<file path="src/rtl/keypad_arbiter_if.sv">
// Keypad/core signal bundle for keypad_arbiter. The master side is the pair of
// keypad decoders plus the alarm core; the slave side is the arbiter itself.
interface keypad_arbiter_if;
    logic [1:0] kp0_command;
    logic [3:0] kp0_digit;
    logic       kp0_digit_enterd;
    logic [1:0] kp1_command;
    logic [3:0] kp1_digit;
    logic       kp1_digit_enterd;
    logic       kp0_grant;
    logic       kp1_grant;
    logic       kp0_busy;
    logic       kp1_busy;
    logic [1:0] core_command;
    logic [3:0] core_digit;
    logic       core_digit_enterd;
    logic       timeout;
    logic [2:0] dbg_state;

    modport master (
        output kp0_command, kp0_digit, kp0_digit_enterd,
        output kp1_command, kp1_digit, kp1_digit_enterd,
        input  kp0_grant, kp1_grant, kp0_busy, kp1_busy,
        input  core_command, core_digit, core_digit_enterd, timeout, dbg_state
    );

    modport slave (
        input  kp0_command, kp0_digit, kp0_digit_enterd,
        input  kp1_command, kp1_digit, kp1_digit_enterd,
        output kp0_grant, kp1_grant, kp0_busy, kp1_busy,
        output core_command, core_digit, core_digit_enterd, timeout, dbg_state
    );
endinterface

</file>
<file path="src/rtl/keypad_arbiter.sv">
// Shares the alarm core's command/digit port between two keypads, one full code
// sequence at a time. Define KEYPAD_TIMEOUT_EN to build the abandoned-entry flush.
module keypad_arbiter #(
    parameter int         DIGITS     = 3,
    parameter int         TIMEOUT    = 1000,
    parameter logic [3:0] FILL_DIGIT = 4'hF
) (
    input logic             clk,
    input logic             reset,
    keypad_arbiter_if.slave bus
);
    localparam int CW = $clog2(DIGITS + 1);
    localparam logic [CW-1:0] COUNT_DONE = CW'(DIGITS);

    localparam logic [2:0] ST_IDLE   = 3'd0;
    localparam logic [2:0] ST_CMD    = 3'd1;
    localparam logic [2:0] ST_DIGITS = 3'd2;
    localparam logic [2:0] ST_GAP    = 3'd3;

    if (DIGITS < 1 || TIMEOUT < 2) begin : g_param_check
        $error("keypad_arbiter: DIGITS must be >= 1 and TIMEOUT >= 2");
    end

    logic [2:0]    state_q, state_d;
    logic          last_q, last_d;      // also the current owner while granted
    logic [CW-1:0] count_q, count_d;
    logic          grant0_q, grant0_d;
    logic          grant1_q, grant1_d;
    logic [1:0]    cmd_q, cmd_d;
    logic [3:0]    digit_q, digit_d;
    logic          stb_q, stb_d;

`ifdef KEYPAD_TIMEOUT_EN
    localparam logic [2:0] ST_FLUSH = 3'd4;
    localparam int TW = (TIMEOUT > 1) ? $clog2(TIMEOUT) : 1;
    localparam logic [TW-1:0] TMO_LAST = TW'(TIMEOUT - 1);
    logic [TW-1:0] tmo_q, tmo_d;
    logic          timeout_q, timeout_d;
`endif

    logic       req0, req1, pick;
    logic       own_stb;
    logic [3:0] own_digit;

    assign req0      = (bus.kp0_command == 2'd1) || (bus.kp0_command == 2'd2);
    assign req1      = (bus.kp1_command == 2'd1) || (bus.kp1_command == 2'd2);
    assign pick      = (req0 && req1) ? ~last_q : req1;
    assign own_stb   = last_q ? bus.kp1_digit_enterd : bus.kp0_digit_enterd;
    assign own_digit = last_q ? bus.kp1_digit : bus.kp0_digit;

    // Output registers are loaded with the values of the state being entered,
    // so every output is registered and aligned with state_q.
    always_comb begin
        state_d  = state_q;
        last_d   = last_q;
        count_d  = count_q;
        grant0_d = grant0_q;
        grant1_d = grant1_q;
        cmd_d    = 2'd0;
        digit_d  = digit_q;
        stb_d    = 1'b0;
`ifdef KEYPAD_TIMEOUT_EN
        tmo_d     = tmo_q;
        timeout_d = 1'b0;
`endif
        case (state_q)
            ST_IDLE: begin
                if (req0 || req1) begin
                    last_d   = pick;
                    grant0_d = ~pick;
                    grant1_d = pick;
                    cmd_d    = pick ? bus.kp1_command : bus.kp0_command;
                    state_d  = ST_CMD;
                end
            end
            ST_CMD: begin
                count_d = '0;
`ifdef KEYPAD_TIMEOUT_EN
                tmo_d   = '0;
`endif
                state_d = ST_DIGITS;
            end
            ST_DIGITS: begin
                if (count_q == COUNT_DONE) begin
                    state_d = ST_GAP;
                end else if (own_stb) begin
                    digit_d = own_digit;
                    stb_d   = 1'b1;
                    count_d = count_q + CW'(1);
`ifdef KEYPAD_TIMEOUT_EN
                    tmo_d   = '0;
`endif
                end
`ifdef KEYPAD_TIMEOUT_EN
                else if (tmo_q == TMO_LAST) begin
                    timeout_d = 1'b1;
                    state_d   = ST_FLUSH;
                end else begin
                    tmo_d = tmo_q + TW'(1);
                end
`endif
            end
`ifdef KEYPAD_TIMEOUT_EN
            ST_FLUSH: begin
                if (count_q == COUNT_DONE) begin
                    state_d = ST_GAP;
                end else begin
                    digit_d = FILL_DIGIT;
                    stb_d   = 1'b1;
                    count_d = count_q + CW'(1);
                end
            end
`endif
            ST_GAP: begin
                grant0_d = 1'b0;
                grant1_d = 1'b0;
                state_d  = ST_IDLE;
            end
            default: begin
                grant0_d = 1'b0;
                grant1_d = 1'b0;
                state_d  = ST_IDLE;
            end
        endcase
    end

    always_ff @(posedge clk or posedge reset) begin
        if (reset) begin
            state_q  <= ST_IDLE;
            last_q   <= 1'b1;
            count_q  <= '0;
            grant0_q <= 1'b0;
            grant1_q <= 1'b0;
            cmd_q    <= 2'd0;
            digit_q  <= 4'd0;
            stb_q    <= 1'b0;
`ifdef KEYPAD_TIMEOUT_EN
            tmo_q     <= '0;
            timeout_q <= 1'b0;
`endif
        end else begin
            state_q  <= state_d;
            last_q   <= last_d;
            count_q  <= count_d;
            grant0_q <= grant0_d;
            grant1_q <= grant1_d;
            cmd_q    <= cmd_d;
            digit_q  <= digit_d;
            stb_q    <= stb_d;
`ifdef KEYPAD_TIMEOUT_EN
            tmo_q     <= tmo_d;
            timeout_q <= timeout_d;
`endif
        end
    end

    assign bus.kp0_grant         = grant0_q;
    assign bus.kp1_grant         = grant1_q;
    assign bus.kp0_busy          = grant1_q;
    assign bus.kp1_busy          = grant0_q;
    assign bus.core_command      = cmd_q;
    assign bus.core_digit        = digit_q;
    assign bus.core_digit_enterd = stb_q;
    assign bus.dbg_state         = state_q;
`ifdef KEYPAD_TIMEOUT_EN
    assign bus.timeout = timeout_q;
`else
    assign bus.timeout = 1'b0;
`endif
endmodule
</file>
<file path="src/flat_wrapper.sv">
// flat-port wrapper written by rule: the top's interface ports become plain ports
module keypad_arbiter_flat 
#(
    parameter int         DIGITS     = 3,
    parameter int         TIMEOUT    = 1000,
    parameter logic [3:0] FILL_DIGIT = 4'hF
)
  (clk, reset, bus_kp0_command, bus_kp0_digit, bus_kp0_digit_enterd, bus_kp1_command, bus_kp1_digit, bus_kp1_digit_enterd, bus_kp0_grant, bus_kp1_grant, bus_kp0_busy, bus_kp1_busy, bus_core_command, bus_core_digit, bus_core_digit_enterd, bus_timeout, bus_dbg_state);
  keypad_arbiter_if bus_i ();
  input logic clk;
  input logic reset;
  input wire logic [$bits(bus_i.kp0_command)-1:0] bus_kp0_command;
  input wire logic [$bits(bus_i.kp0_digit)-1:0] bus_kp0_digit;
  input wire logic [$bits(bus_i.kp0_digit_enterd)-1:0] bus_kp0_digit_enterd;
  input wire logic [$bits(bus_i.kp1_command)-1:0] bus_kp1_command;
  input wire logic [$bits(bus_i.kp1_digit)-1:0] bus_kp1_digit;
  input wire logic [$bits(bus_i.kp1_digit_enterd)-1:0] bus_kp1_digit_enterd;
  output wire logic [$bits(bus_i.kp0_grant)-1:0] bus_kp0_grant;
  output wire logic [$bits(bus_i.kp1_grant)-1:0] bus_kp1_grant;
  output wire logic [$bits(bus_i.kp0_busy)-1:0] bus_kp0_busy;
  output wire logic [$bits(bus_i.kp1_busy)-1:0] bus_kp1_busy;
  output wire logic [$bits(bus_i.core_command)-1:0] bus_core_command;
  output wire logic [$bits(bus_i.core_digit)-1:0] bus_core_digit;
  output wire logic [$bits(bus_i.core_digit_enterd)-1:0] bus_core_digit_enterd;
  output wire logic [$bits(bus_i.timeout)-1:0] bus_timeout;
  output wire logic [$bits(bus_i.dbg_state)-1:0] bus_dbg_state;
  assign bus_i.kp0_command = bus_kp0_command;
  assign bus_i.kp0_digit = bus_kp0_digit;
  assign bus_i.kp0_digit_enterd = bus_kp0_digit_enterd;
  assign bus_i.kp1_command = bus_kp1_command;
  assign bus_i.kp1_digit = bus_kp1_digit;
  assign bus_i.kp1_digit_enterd = bus_kp1_digit_enterd;
  assign bus_kp0_grant = bus_i.kp0_grant;
  assign bus_kp1_grant = bus_i.kp1_grant;
  assign bus_kp0_busy = bus_i.kp0_busy;
  assign bus_kp1_busy = bus_i.kp1_busy;
  assign bus_core_command = bus_i.core_command;
  assign bus_core_digit = bus_i.core_digit;
  assign bus_core_digit_enterd = bus_i.core_digit_enterd;
  assign bus_timeout = bus_i.timeout;
  assign bus_dbg_state = bus_i.dbg_state;
  keypad_arbiter #(.DIGITS(DIGITS), .TIMEOUT(TIMEOUT), .FILL_DIGIT(FILL_DIGIT)) u_core (.clk(clk), .reset(reset), .bus(bus_i));
endmodule
</file>
<file path="config.mk">
export PLATFORM = sky130hd
export DESIGN_NAME = keypad_arbiter_flat
export DESIGN_NICKNAME = d
export VERILOG_FILES = /design/src/rtl/keypad_arbiter_if.sv /design/src/rtl/keypad_arbiter.sv /design/src/flat_wrapper.sv
export SDC_FILE = /design/constraint.sdc
export NUM_CORES = 1
export LEC_CHECK = 0
export ABC_AREA = 1
export CORE_ASPECT_RATIO = 1.5
export CORE_UTILIZATION = 30
export DETAILED_ROUTE_END_ITERATION = 7
export SLEW_MARGIN = 20
export SYNTH_ARGS = -nofsm -noshare
export SYNTH_HDL_FRONTEND = slang
export SYNTH_SLANG_ARGS = --single-unit
</file>
<file path="constraint.sdc">
create_clock -name clk -period 2.7 [get_ports clk]
set_input_delay 0.54 -clock clk [delete_from_list [all_inputs] [get_ports clk]]
set_output_delay 0.54 -clock clk [all_outputs]
set_load 0.03 [all_outputs]
</file>
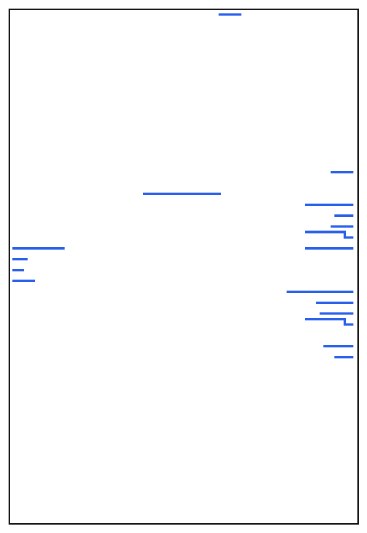
run_1/layer_met3.png
Scale: 8 px per um.
The wires run mostly horizontal. The layer holds 4.9% of the routed length. The longest straight run is 9.40 um. 17 nets have wire on it.

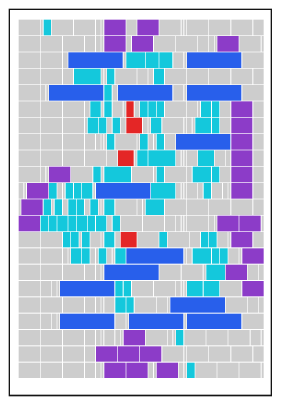
run_1/placement_by_type.png
Scale: 6 px per um. Fill, decap, tap and diode cells in gray.
Purple is remaining buffers and delay cells, cells 28, share of their area 27%. Blue is sequential cells, cells 14, share of their area 34%. Red is clock drivers and dummy loads, cells 4, share of their area 2.5%. Cyan is combinational and other logic, cells 76, share of their area 37%.

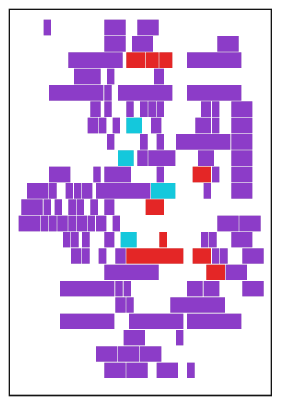
run_1/sizes.png
Scale: 6 px per um.
Purple is _0 and _1 cells, cells 109, most used clkdlybuf4s50_1. Cyan is _3 and _4 cells, cells 4, most used clkbuf_4. Red is _2 cells, cells 9, most used o21ai_2.

==> run 1: area by class of cell <==
type | instances | area, sq um | area share (%)
Multi-Input combinational cell | 64 | 337.8 | 31.54
Clock buffer | 4 | 26.28 | 2.453
Sequential cell | 14 | 351.6 | 32.83
Tap cell | 24 | 30.03 | 2.804
Inverter | 12 | 45.04 | 4.206
Timing Repair Buffer | 28 | 280.3 | 26.17
==> run 1: placed cells by master (no fill, tap or decap), drive strengths merged <==
master and n:
conb 2, dfstp 1, o21a 4, nand2 25, o21ai 8, dfrtp 13, clkdlybuf4s50 28, inv 12
ha 3, a21oi 4, nor2 10, clkbuf 4, nand3 8
==> run_results.csv, run 1 <==
group,metric,value,unit
run_status,outcome,"finished with violations",
run_status,failed_checks,"design-rule violations",
timing,final_hold_viol_count,0,
yosys,area_leaders,"dfrtp_1 (42%), nand2_1 (11%), inv_1 (5.3%)",
grt,grt-busiest-layer,"met2",
setup_path,required,2.16,ns
setup_path,start_kind,"flip-flop",
cells_and_area,drive_gt1_share,10.66,%
power_and_ir_drop,swShare,46.12,%
yosys,ys_area,772.0,sq um
place,io_buffers,28,
yosys,synth_seq_share,45.54,%
drt,topRoutingLayerUsed,"met4",
grt,antenna_found_initial,0,
yosys,ys.flops,14,
cells_and_area,diodes,0,
power_and_ir_drop,p_seq,0.356,mW
setup_path,critPathKind,"reg -> out",
yosys,netlist_top_cells_count,"nand2_1 (22), dfrtp_1 (13), inv_1 (11), nor2_1 (10), nand3_1 (8)",
power_and_ir_drop,pwr-share-comb,58.1,%
place,dp.cells,142,
timing,worst_pin_slew,0.6065,ns
drt,wirelength,1571,um
yosys,most_common_cell,"nand2_1",
setup_path,r2r-start,"u_core.bus.dbg_state[0]",
place,place_area,1045,sq um
power_and_ir_drop,pg_clk,0.124,mW
setup_path,path_cells,"clkdlybuf4s50_1",
place,gp_congestion,0.7871,
yosys,ys_types,18,
job,tool_warnings,27,
timing,hold_slack,0.4946,ns
grt,grt_pass1_vias,659,
power_and_ir_drop,powerDensity,1070,nW/um^2
drt,drc,4,
yosys,netlist_area,772.0,sq um
job,maxCapViolCount,0,
setup_path,path_delay_family,"buffers and inverters",
power_and_ir_drop,finalPower,1.145,mW
min_path,hold_end,"u_core.count_q[0]",
power_and_ir_drop,p_leak,0.5160,nW
cells_and_area,largest_reg_flops,4,
## Run 2: what changed since run 1
==> constraint.sdc (replaced) <==
create_clock -name clk -period 1.7 [get_ports clk]
set_input_delay 0.34 -clock clk [delete_from_list [all_inputs] [get_ports clk]]
set_output_delay 0.34 -clock clk [all_outputs]
set_load 0.03 [all_outputs]
==> run 2 against run 1 <==
The flow still finishes with violations (design-rule violations). Non-clock buffer count increased by 2. Largest power group unchanged. Utilization increased by 1.4 points. Clock-buffer cell count unchanged. First-iteration DRC count decreased by 59%. Flip-flop count unchanged. Clock power increased by 93%. Critical path type unchanged. Synthesized area unchanged. Critical path depth unchanged. Synthesized cell count unchanged. Global-route usage increased by 0.33 points.
==> run_results.csv, run 2 <==
group,metric,value,unit
run_status,failed_checks,"design-rule violations",
power_and_ir_drop,pwr-share-comb,56.9,%
drt,drc,4,
cells_and_area,drive_gt1_share,12.90,%
job,maxCapViolCount,0,
setup_path,start_kind,"flip-flop",
grt,antenna_found_initial,0,
power_and_ir_drop,finalPower,1.865,mW
timing,hold_slack,0.3947,ns
setup_path,r2r-start,"u_core.bus.dbg_state[0]",
setup_path,critPathKind,"reg -> out",
setup_path,path_delay_family,"buffers and inverters",
run_status,outcome,"finished with violations",
yosys,most_common_cell,"nand2_1",
yosys,ys_area,772.0,sq um
yosys,ys_types,18,
place,place_area,1060,sq um
cells_and_area,final_common_cell,"clkdlybuf4s50_1",
job,tool_warnings,27,
power_and_ir_drop,p_seq,0.564,mW
power_and_ir_drop,swShare,45.01,%
timing,final_hold_viol_count,0,
power_and_ir_drop,pg_clk,0.239,mW
setup_path,path_cells,"clkdlybuf4s50_1",
power_and_ir_drop,powerDensity,1688,nW/um^2
yosys,ys.flops,14,
drt,wirelength,1547,um
cells_and_area,largest_reg_flops,4,
[run 2: cell counts after synthesis]
No cell type changed its count.
[run 2: cell type report]
class,count,area [sq um],share of cell area (%)
flip-flops and latches,14,351.6,31.82
multi-input cells,64,337.8,30.58
repair buffers,30,304.0,27.52
inverters,12,45.04,4.077
clock buffers,4,36.28,3.284
well taps,24,30.03,2.718
[run 2: worst max path at each step]
stage	startpoint	end
final	u_core.bus.core_digit[2]	bus_core_digit[2]
after global routing	u_core.bus.core_digit[1]	bus_core_digit[1]
after CTS	u_core.bus.kp0_grant	bus_kp1_busy
after detailed placement	bus_kp1_digit_enterd	u_core.bus.core_digit[3]
after global placement	bus_kp1_digit_enterd	u_core.bus.core_digit[3]
after floorplan	u_core.bus.dbg_state[0]	u_core.bus.core_digit[0]
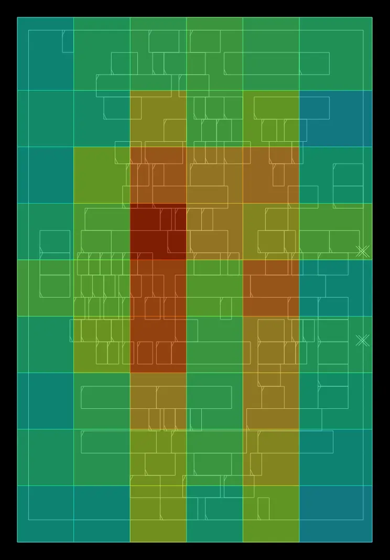
run_2/congestion.png
met3 Use GR: 2.260%
routing usage on met1: 12.43%
M2 GR Usage: 23.11%
global routing's busiest layer: met2
Final Util: 45.10%

## Run 3: what changed since run 2
--- a/config.mk
+++ b/config.mk
@@ -9,6 +9,7 @@
 export CORE_ASPECT_RATIO = 1.5
 export CORE_UTILIZATION = 30
 export DETAILED_ROUTE_END_ITERATION = 7
+export PLACE_DENSITY = 0.73
 export SLEW_MARGIN = 20
 export SYNTH_ARGS = -nofsm -noshare
 export SYNTH_HDL_FRONTEND = slang
==> run 3 against run 2 <==
The flow still finishes with violations (design-rule violations). Clock-buffer cell count is the same. Via count up 1.0%. Cell count unchanged. Total power down 2.5%. Clock power fell by about 20%. Register-to-register slack worse by 0.02 ns. Sequential share of layout area is 0.36 points higher. Critical endpoint is now bus_kp1_busy. Largest power group unchanged.
==> run_results.csv, run 3 <==
group,metric,value,unit
place,place_area,1060,sq um
power_and_ir_drop,pg_clk,0.191,mW
yosys,most_common_cell,"nand2_1",
job,maxCapViolCount,0,
power_and_ir_drop,pwr-share-comb,58.2,%
power_and_ir_drop,p_seq,0.570,mW
job,tool_warnings,27,
timing,final_hold_viol_count,0,
grt,grt-busiest-layer,"met2",
yosys,yosysWarnings,0,
yosys,netlist_top_cells_count,"nand2_1 (22), dfrtp_1 (13), inv_1 (11), nor2_1 (10), nand3_1 (8)",
grt,grt_use_met3,0.2825,%
cells_and_area,final_util,44.59,%
clocking,cts_buffers,3,
yosys,fa_ha_area_share,4.862,%
setup_path,critPathKind,"reg -> out",
yosys,ys.flops,14,
power_and_ir_drop,swShare,45.71,%
setup_path,path_delay_family,"buffers and inverters",
power_and_ir_drop,clkPwrFrac,10.5,%
yosys,synth.area.mux_share,0,%
grt,grtUsageMet1,13.04,%
timing,finalCritPeriodShare,97.84,%
drt,drc,2,
drt,drt-pass1-iter-count,6,
floorplanning,dieHeight,64.13,um
grt,antenna_found_initial,0,
cells_and_area,final_common_cell,"clkdlybuf4s50_1",
yosys,ys_types,18,
yosys,aoi_share,14.10,%
place,pre_cts_ws,0.1694,ns
run_status,failed_checks,"design-rule violations",
place,gp_congestion,0.7853,
power_and_ir_drop,powerDensity,1665,nW/um^2
timing,hold_slack,0.4014,ns
run_status,outcome,"finished with violations",
power_and_ir_drop,finalPower,1.819,mW
yosys,synthCells,94,
timing,final_max_slew_viol_count,0,
cells_and_area,largest_reg_flops,4,
setup_path,start_kind,"flip-flop",
drt,wirelength,1570,um
drt,wl_met1,668,um
grt,grt_util_met2,21.21,%
setup_path,path_cells,"clkdlybuf4s50_1",
grt,grt_overflow,0,
cells_and_area,drive_gt1_share,12.10,%
[run 3: cell counts after synthesis]
No cell type changed its count.
[run 3: worst paths after layout]
kind	cells past startpoint	endpoint	from	slack, ns
min	2	u_core.bus.dbg_state[1]	reset	0.40
min reg2reg	1	u_core.count_q[0]	u_core.count_q[0]	0.49
max reg2reg	7	u_core.bus.core_digit[2]	u_core.bus.dbg_state[0]	0.27
min in group clk	1	u_core.count_q[0]	u_core.count_q[0]	0.49
max	1	bus_kp1_busy	u_core.bus.kp0_grant	0.04
max in group asynchronous	2	u_core.last_q	reset	0.93
[run 3: cell type report]
cell class	instances	area [sq um]	share of cell area [%]
multi-input cells	64	337.8	30.93
clock buffers	4	26.28	2.405
inverters	12	45.04	4.124
well taps	24	30.03	2.749
repair buffers	30	301.5	27.61
flip-flops and latches	14	351.6	32.19
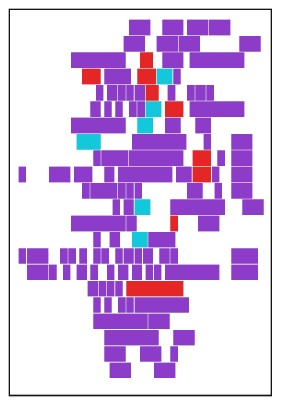
run_3/sizes.png
Scale: 6 px per um.
Red is _2 cells, cells 9, most used o21ai_2. Purple is _0 and _1 cells, cells 109, most used clkdlybuf4s50_1. Cyan is _3 and _4 cells, cells 6, most used clkbuf_4.
Finished Cell Area: 1092 sq um
nonclk buf count: 30

Power figures rest on the tool's default switching activity, not on a simulated workload.
